<file path="src/rtl/adder_pkg.sv">
// Shared constants and state encoding for the 4-bit adder and its block accumulator.
package adder_pkg;

    localparam int ADDER_DW = 4;
    localparam int ACC_CW   = 4;

    typedef enum logic [1:0] {
        IDLE = 2'd0,
        ACC  = 2'd1,
        HOLD = 2'd2
    } acc_state_t;

endpackage

</file>
<file path="src/rtl/adder_acc_if.sv">
// Sum-in / total-out handshake bundle between the adder stream and the accumulator.
interface adder_acc_if
    import adder_pkg::*;
#(
    parameter int DW = ADDER_DW,
    parameter int CW = ACC_CW
) ();

    localparam int AW = DW + CW;

    logic          in_valid;
    logic [DW-1:0] in_sum;
    logic          in_ready;
    logic          out_valid;
    logic [AW-1:0] out_acc;
    logic [CW-1:0] out_cnt;
    logic          out_ready;

    modport master (
        output in_valid, in_sum, out_ready,
        input  in_ready, out_valid, out_acc, out_cnt
    );

    modport slave (
        input  in_valid, in_sum, out_ready,
        output in_ready, out_valid, out_acc, out_cnt
    );

endinterface

</file>
<file path="src/rtl/adder_acc.sv">
// Accumulates a programmable number of adder sums into one wide total per block.
//
// state | meaning
// IDLE  | waiting for the first beat of a block
// ACC   | accumulating beats until cnt reaches len
// HOLD  | total presented, waiting for downstream
module adder_acc
    import adder_pkg::*;
#(
    parameter int DW = ADDER_DW,
    parameter int CW = ACC_CW
) (
    input  logic          clk,
    input  logic          rst_n,
    input  logic [CW-1:0] cfg_len,
    input  logic          clear,
    output logic          busy,
    adder_acc_if.slave    bus
);

    localparam int AW = DW + CW;

    acc_state_t    state_q, state_d;
    logic [CW-1:0] len_q, len_d;
    logic [AW-1:0] acc_q, acc_d;
    logic [CW-1:0] cnt_q, cnt_d;

    logic          in_xfer;
    logic          out_xfer;
    logic [CW-1:0] len_eff;
    logic [CW-1:0] cnt_inc;

    assign bus.in_ready  = (state_q != HOLD);
    assign bus.out_valid = (state_q == HOLD);
    assign bus.out_acc   = acc_q;
    assign bus.out_cnt   = cnt_q;
    assign busy          = (state_q != IDLE);

    assign in_xfer  = bus.in_valid && bus.in_ready;
    assign out_xfer = bus.out_valid && bus.out_ready;
    assign len_eff  = (cfg_len == '0) ? CW'(1) : cfg_len;
    assign cnt_inc  = cnt_q + CW'(1);

    always_ff @(posedge clk or negedge rst_n) begin
        if (!rst_n) begin
            state_q <= IDLE;
            len_q   <= CW'(1);
            acc_q   <= '0;
            cnt_q   <= '0;
        end else begin
            state_q <= state_d;
            len_q   <= len_d;
            acc_q   <= acc_d;
            cnt_q   <= cnt_d;
        end
    end

    always_comb begin
        state_d = state_q;
        len_d   = len_q;
        acc_d   = acc_q;
        cnt_d   = cnt_q;
        case (state_q)
            IDLE: begin
                if (in_xfer) begin
                    len_d   = len_eff;
                    acc_d   = {{CW{1'b0}}, bus.in_sum};
                    cnt_d   = CW'(1);
                    state_d = (len_eff == CW'(1)) ? HOLD : ACC;
                end
            end
            ACC: begin
                if (in_xfer) begin
                    acc_d = acc_q + {{CW{1'b0}}, bus.in_sum};
                    cnt_d = cnt_inc;
                    if (cnt_inc == len_q) begin
                        state_d = HOLD;
                    end
                end
            end
            HOLD: begin
                if (out_xfer) begin
                    state_d = IDLE;
                end
            end
            default: state_d = IDLE;
        endcase
        // Abort wins over any beat or total transfer in the same cycle.
        if (clear) begin
            state_d = IDLE;
            acc_d   = '0;
            cnt_d   = '0;
        end
    end

endmodule
</file>
<file path="src/flat_wrapper.sv">
// flat-port wrapper written by rule: the top's interface ports become plain ports
module adder_acc_flat import adder_pkg::*;
#(
    parameter int DW = ADDER_DW,
    parameter int CW = ACC_CW
)
  (clk, rst_n, cfg_len, clear, busy, bus_in_valid, bus_in_sum, bus_out_ready, bus_in_ready, bus_out_valid, bus_out_acc, bus_out_cnt);
  adder_acc_if #(.DW(DW), .CW(CW)) bus_i ();
  input  logic clk;
  input  logic rst_n;
  input  logic [CW-1:0] cfg_len;
  input  logic clear;
  output logic busy;
  input wire logic [$bits(bus_i.in_valid)-1:0] bus_in_valid;
  input wire logic [$bits(bus_i.in_sum)-1:0] bus_in_sum;
  input wire logic [$bits(bus_i.out_ready)-1:0] bus_out_ready;
  output wire logic [$bits(bus_i.in_ready)-1:0] bus_in_ready;
  output wire logic [$bits(bus_i.out_valid)-1:0] bus_out_valid;
  output wire logic [$bits(bus_i.out_acc)-1:0] bus_out_acc;
  output wire logic [$bits(bus_i.out_cnt)-1:0] bus_out_cnt;
  assign bus_i.in_valid = bus_in_valid;
  assign bus_i.in_sum = bus_in_sum;
  assign bus_i.out_ready = bus_out_ready;
  assign bus_in_ready = bus_i.in_ready;
  assign bus_out_valid = bus_i.out_valid;
  assign bus_out_acc = bus_i.out_acc;
  assign bus_out_cnt = bus_i.out_cnt;
  adder_acc #(.DW(DW), .CW(CW)) u_core (.clk(clk), .rst_n(rst_n), .cfg_len(cfg_len), .clear(clear), .busy(busy), .bus(bus_i));
endmodule
</file>
<file path="config.mk">
export PLATFORM = sky130hd
export DESIGN_NAME = adder_acc_flat
export DESIGN_NICKNAME = d
export VERILOG_FILES = /design/src/rtl/adder_pkg.sv /design/src/rtl/adder_acc_if.sv /design/src/rtl/adder_acc.sv /design/src/flat_wrapper.sv
export SDC_FILE = /design/constraint.sdc
export NUM_CORES = 1
export LEC_CHECK = 0
export CORE_UTILIZATION = 47
export DETAILED_ROUTE_END_ITERATION = 6
export HOLD_SLACK_MARGIN = 0.03
export PLACE_DENSITY = 0.78
export SLEW_MARGIN = 10
export SYNTH_ARGS = -nofsm -noshare
export SYNTH_HDL_FRONTEND = slang
export SYNTH_SLANG_ARGS = --single-unit
</file>
<file path="constraint.sdc">
create_clock -name clk -period 2.25 [get_ports clk]
set_clock_uncertainty 0.2 [all_clocks]
set_input_delay 0.45 -clock clk [delete_from_list [all_inputs] [get_ports clk]]
set_output_delay 0.45 -clock clk [all_outputs]
set_load 0.02 [all_outputs]
</file>
### The metal 1 layer, run 1

Bar = 10 um.
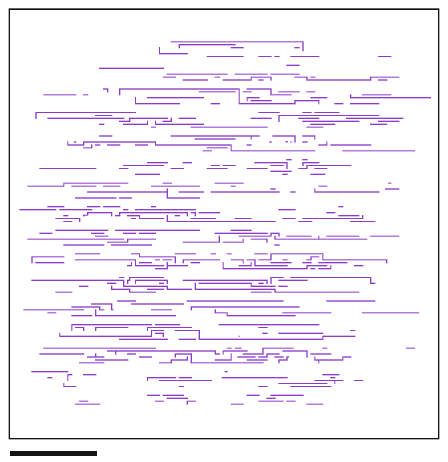
longest straight run: 15.2 um
share of all routed wire: 47%
Global Route met1 Usage: 31.7%
Routed WL: 2470 um
Vias: 985

### The metal 2 layer, run 1

Bar = 10 um. Cells faint in the background.
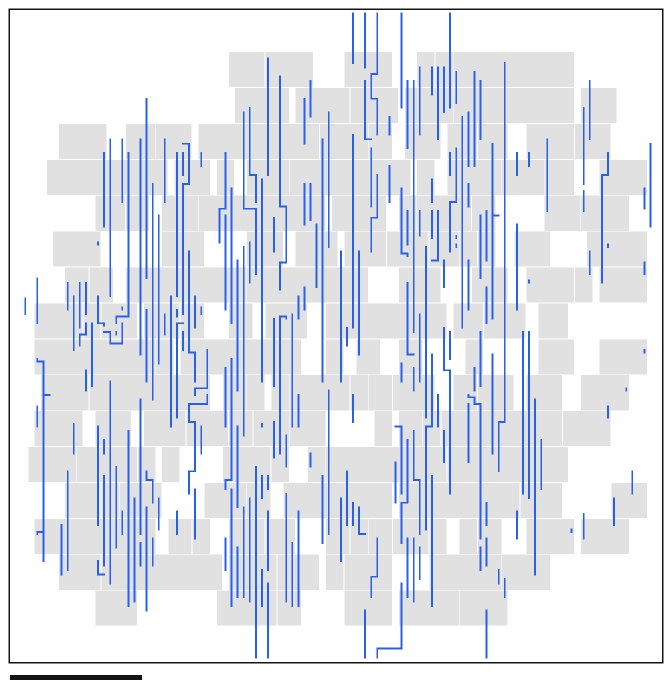
share of all routed wire: 48%
longest straight run: 27.2 um
wire length on this layer: 1180 um
nets with wire on the layer: 155
main direction: vertical

==> run summary, run 1 <==
Die W - 49.4 um
# IOs - 28
Vias in the first global route - 973
# setup viols final - 0
Largest net degree at the start of global routing - 19
PwrDens - 803 nW/um^2
# diodes - 0
DRT iter0 DRCs - 18
Hpwl dp - 1900 um
Startpoint types - flop
Worst Path Arrival - 1.54 ns
Initial antenna violation count - 0
Commonest flop - dfrtp_1
Tool warnings - 26
Max-Cap Viols - 0
YS chip area - 1060 um^2
H-tree depth - 1
Clock buffer depth - 2
Sequential area share after synthesis - 42.8%
Cell row count - 16
Cells after Synth - 112
Detailed-route DRC error count - 0
Setup_tns - 0 ns
Syn. warnings - 0
Count of library flops with an enable pin - 0
Nets - 174
Worst slew pin tran - 0.340 ns
Layout area overhead - 42.1%
Core area - 2040 um^2
Final Wtd Congestion - 0.769
HP Class - primary input to asynchronous set/reset pin
Post-synth ARST share - 100%
Outcome - complete, no violations
Synth Area per Inst - 9.43 um^2
Mean routed wirelength per cell - 13.7 um
Final Max Tran Viols - 0
IO buf count - 27
GR Overflow Total - 0
CTS Buf Count - 3
Flops after synth - 18
Most frequent cells in the layout - clkdlybuf4s50_1, dfrtp_1, buf_4
Slew HR - 77.3%
Die H - 49.4 um
DR pass1 iterations - 4
Via-per-instance ratio - 5.44
Clock sink total - 18
R2R setup slack - 0.21 ns
Clock root buffer - clkbuf_4
Fmax - 457 MHz
Leakage power - 0.676 nW
Die area - 2440 um^2
Yosys cell count - 112
Period minus WS final - 2.19 ns
Hold Violations, Final - 0
Critical Path RT - 1.60 ns
Syn_nets - 131
Setup crit end kind - primary output
First-pass GRT wire length - 4340 um
Worst VDD drop - 0.000507 V
Number of library cell types mapped by synthesis - 35
Share of layout cells above drive strength 1 - 20.1%
RSZ-0062 raised after global routing - false
Initial Util - 51.7%
Cycle use final - 97.2%
Worst-skew pair later-pin latency - 0.29 ns
Cell Area, Synth - 1060 um^2
CTS clk-pin slew, worst paths - 0.10 ns
Critical path type - flop to primary output
Peak fanout along the critical path - 3
CTS tree - done
ANT nets after route - 0
Commonest Layout Cell - clkdlybuf4s50_1
### Met3 routing, run 1

Bar = 10 um. Cells faint in the background.
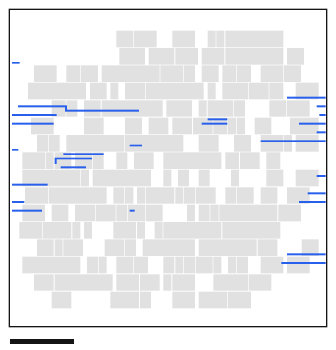
nets with wire on the layer: 24
main direction: horizontal

### Routing congestion map, run 1

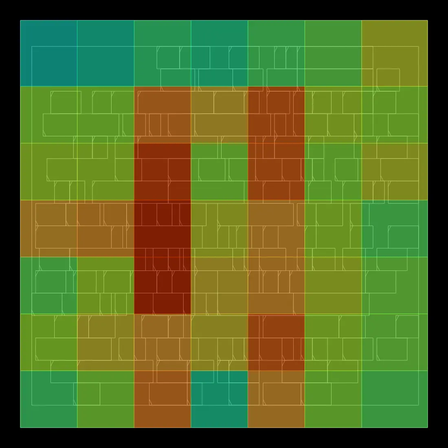
met2 Usage GRT: 38.6%
met3 Use GR: 2.49%
final core occ: 73.5%
GRT Total Usage: 23.2%

==> run 1: sequential cells by signal, indices dropped and copies added, names as in the netlist <==
name / flops
u_core.len_q: 4
u_core.bus.out_acc: 8
u_core.state_q: 2
u_core.bus.out_cnt: 4
==> run 1: cells by family after synthesis <==
logic type | after synthesis | share of synthesized area (%)
AND-OR/OR-AND | 25 | 14.5
flip-flops | 18 | 42.8
adder cells (fa/ha/maj) | 6 | 7.82
XOR/XNOR | 9 | 7.46
AND/OR/NAND/NOR | 39 | 18.6
buffers and inverters | 10 | 3.67
multiplexers | 5 | 5.21
==> run 1: final cells by class <==
cell class / instances / area, um^2
multi-input combinational: 84 / 584
fill: 160 / 542
sequential: 18 / 452
timing repair buffer: 41 / 378
tap: 27 / 33.8
clock buffer: 4 / 26.3
inverter: 7 / 26.3
==> run 1: per-stage QoR <==
stage	power, mW	hold WS, ns	setup slack, ns	instances	area [um^2]
detailed placement	1.02	0.306	-0.326	176	1450
floorplan	0.784	-0.0456	0.258	112	1060
global placement	1.00	0.293	-0.236	176	1450
global route	1.29	0.285	0.00431	181	1500
CTS	1.20	0.280	0.00123	181	1480
finish	1.21	0.275	0.0619	181	1500
==> run 1: worst paths after layout <==
path,endpoint,cells after the start,start
hold / removal,u_core.state_q[0],2,rst_n
setup / recovery,busy,2,u_core.state_q[0]
setup reg to reg,u_core.bus.out_acc[7],5,u_core.state_q[1]
max in group asynchronous,u_core.len_q[0],2,rst_n
min in group clk,u_core.bus.out_acc[2],2,u_core.bus.out_acc[2]
hold reg to reg,u_core.bus.out_acc[2],2,u_core.bus.out_acc[2]
==> run 1: worst max-delay path: stages (launching register included) <==
cell,delay (ns)
dfrtp_1,0.40
or2_2,0.31
clkdlybuf4s50_1,0.54
==> run 1: metal layers <==
layer  vias up  track usage [%]  wire (um)
li1        481                -          -
met1       470             31.7       1160
met2        30             38.6       1180
met3         4             2.49        111
met4         0             7.14         17
met5         -                0          0
==> run 1: repair_timing <==
item | 4_1_cts | 5_1_grt
setup buffers | 1 | 0
resized | 2 | 6
endpoints found under the setup margin | 3 | 3
cloned | 0 | 0
hold buffers | 0 | 0
pin swaps | 1 | 2
==> run 1: cells in the mapped netlist, drive strengths merged, types with 3 or more instances <==
cell | number | area share (%)
nand2 | 11 | 3.9
nor3 | 3 | 1.4
nor2 | 8 | 2.8
xnor2 | 6 | 5.0
mux2 | 4 | 4.3
inv | 7 | 2.5
a21oi | 7 | 3.3
ha | 5 | 5.9
dfrtp | 17 | 40
xor2 | 3 | 2.5
nand3 | 3 | 1.4
o21ai | 10 | 4.7
==> run 1: report_power, final <==
part           total, mW  switching, mW  internal (mW)
logic              0.584          0.280          0.303
clock network      0.169         0.0998         0.0690
registers          0.453         0.0532          0.399
--- run 2 (diff from run 1) ---
CORE_UTILIZATION = 43   (was 47)
PLACE_DENSITY = 0.75   (was 0.78)
SKIP_CTS_REPAIR_TIMING = 1   (was unset)
clock period = 1.8 ns   (was 2.25 ns; I/O delays follow)
### The metal 1 layer, run 2

Bar = 20 um.
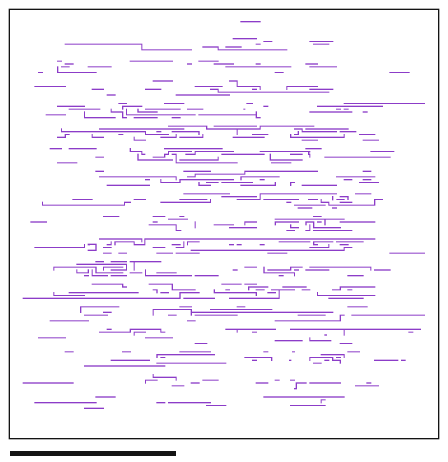
main direction: horizontal
longest straight run: 27.7 um
share of all routed wire: 41%
nets with wire on the layer: 160
wire length on this layer: 1090 um

==> run summary, run 2 <==
Vias in the first global route - 1020
Clock buffer depth - 2
First-pass GRT wire length - 4420 um
Fmax - 526 MHz
DRT iter0 DRCs - 18
Max reg flops - 8
# setup viols final - 3
YS chip area - 1060 um^2
Top-count cell post-synth - dfrtp_1
Syn_nets - 131
CTS clk-pin slew, worst paths - 0.11 ns
Count of library flops with an enable pin - 0
Cell Area, Synth - 1060 um^2
Vias - 1008
Worst-case reg-to-reg path depth - 6
Startpoint types - primary input
ANT nets after route - 0
Register Area - 457 um^2
Hpwl dp - 1950 um
Area share, top type - 40.3%
# IOs - 28
Cells after Synth - 112
Max-Cap Viols - 0
Cell row count - 17
Number of library cell types mapped by synthesis - 35
Layout area overhead - 58.6%
Worst Path Arrival - 1.94 ns
Mean routed wirelength per cell - 14.0 um
Via-per-instance ratio - 5.36
Initial Util - 46.8%
Core area - 2250 um^2
Final Max Tran Viols - 0
Placed Area - 1550 um^2
Setup_tns - -0.239 ns
Slew HR - 77.3%
DR pass1 iterations - 4
PwrDens - 962 nW/um^2
Hold Violations, Final - 0
CTS tree - done
GRT Total Usage - 22.7%
Design area - 1680 um^2
Cell taking the most area after synthesis - dfrtp_1
H-tree depth - 1
Tot Pwr - 1.61 mW
Clock sink total - 18
Pre-CTS setup slack - -0.575 ns
Largest net degree at the start of global routing - 19
Final Worst Setup Slack - -0.101 ns
GR Overflow Total - 0
Die H - 51.6 um
Most frequent cells in the layout - buf_4, dlymetal6s2s_1, dfrtp_1
R2r startpoint - u_core.bus.out_acc[1]
Failing checks - negative setup slack
Final Wtd Congestion - 0.777
Syn. warnings - 0
Flops after synth - 18
Cycle use final - 106%
Non-Filler Instances - 188
Critical Path RT - 1.84 ns
Peak fanout along the critical path - 2
Detailed-route DRC error count - 0
Die W - 51.6 um
Critical path type - primary input to flop
# fillers - 177
IO buf count - 27
Logic area - 664 um^2
Initial antenna violation count - 0
Commonest flop - dfrtp_1
Share of layout cells above drive strength 1 - 35.6%
Die area - 2660 um^2
Nets - 180
Synth Area per Inst - 9.43 um^2
CTS Buf Count - 3
RSZ-0062 raised after global routing - true
Clock root buffer - clkbuf_4
Post-synth top cells - dfrtp_1, nand2_1, o21ai_0
# diodes - 0
Commonest Layout Cell - buf_4
Routed WL - 2630 um
Worst-skew pair later-pin latency - 0.29 ns
Sequential area share after synthesis - 42.8%
Worst VDD drop - 0.000689 V
Cells after DPL - 184
HP Class - primary input to asynchronous set/reset pin
Setup crit end kind - flop
Yosys cell count - 112
Outcome - finished with violations
Leakage power - 0.939 nW
Worst slew pin tran - 0.339 ns
Tool warnings - 28
CP Launch Point - clear
Top cells, area - dfrtp_1, ha_1, xnor2_1, o21ai_0, mux2_2
Post-synth ARST share - 100%
Period minus WS final - 1.90 ns
## run 2: cell counts after synthesis
No cell type changed its count.
## run 2: cell families after synthesis
group           share of synthesized area (%)
fa+ha+maj                                7.82
compound gates                           14.5
buf+inv                                  3.67
xor+xnor                                 7.46
mux                                      5.21
flops                                    42.8
simple gates                             18.6
## run 2: layout make-up
cell class / count / area share (%)
well taps: 28 / 2.09
clock buffers: 4 / 2.17
multi-input cells: 84 / 39.7
repair buffers: 47 / 27.3
flip-flops and latches: 18 / 27.3
inverters: 7 / 1.57
## run 2: worst paths after layout
| path | to | slack, ns |
|---|---|---|
| setup reg to reg | u_core.bus.out_acc[7] | -0.08 |
| min in group clk | u_core.bus.out_acc[1] | 0.27 |
| setup / recovery | u_core.bus.out_acc[7] | -0.10 |
| hold / removal | u_core.bus.out_acc[1] | 0.18 |
| max in group asynchronous | u_core.len_q[0] | 0.96 |
| hold reg to reg | u_core.len_q[0] | 0.33 |
## run 2: layer usage
metal	vias up	wire length (um)	GRT usage, %
met5	-	0	0
met4	0	16	9.01
met3	2	145	4.09
met2	29	1380	39.0
met1	494	1090	28.1
li1	483	-	-
## run 2: worst max-delay path, stage by stage
cell             delay (ns)
clkdlybuf4s50_1        0.42
or3b_4                 0.41
or2_4                  0.26
or4_1                  0.40
nand3_1                0.08
## run 2: through the flow
stage	util [%]	hold slack, ns
finish	74.3	0.176
CTS	70.3	0.180
global placement	68.6	0.305
global route	74.3	0.195
floorplan	-	-0.136
detailed placement	68.6	0.314
## run 2: power breakdown
group / leakage [nW] / switching [mW] / internal, mW
Combinational: 0.688 / 0.369 / 0.408
Clock: 0.0210 / 0.129 / 0.123
Sequential: 0.230 / 0.0804 / 0.502
Total: 0.939 / 0.578 / 1.03
Power figures rest on the tool's default switching activity, not on a simulated workload.
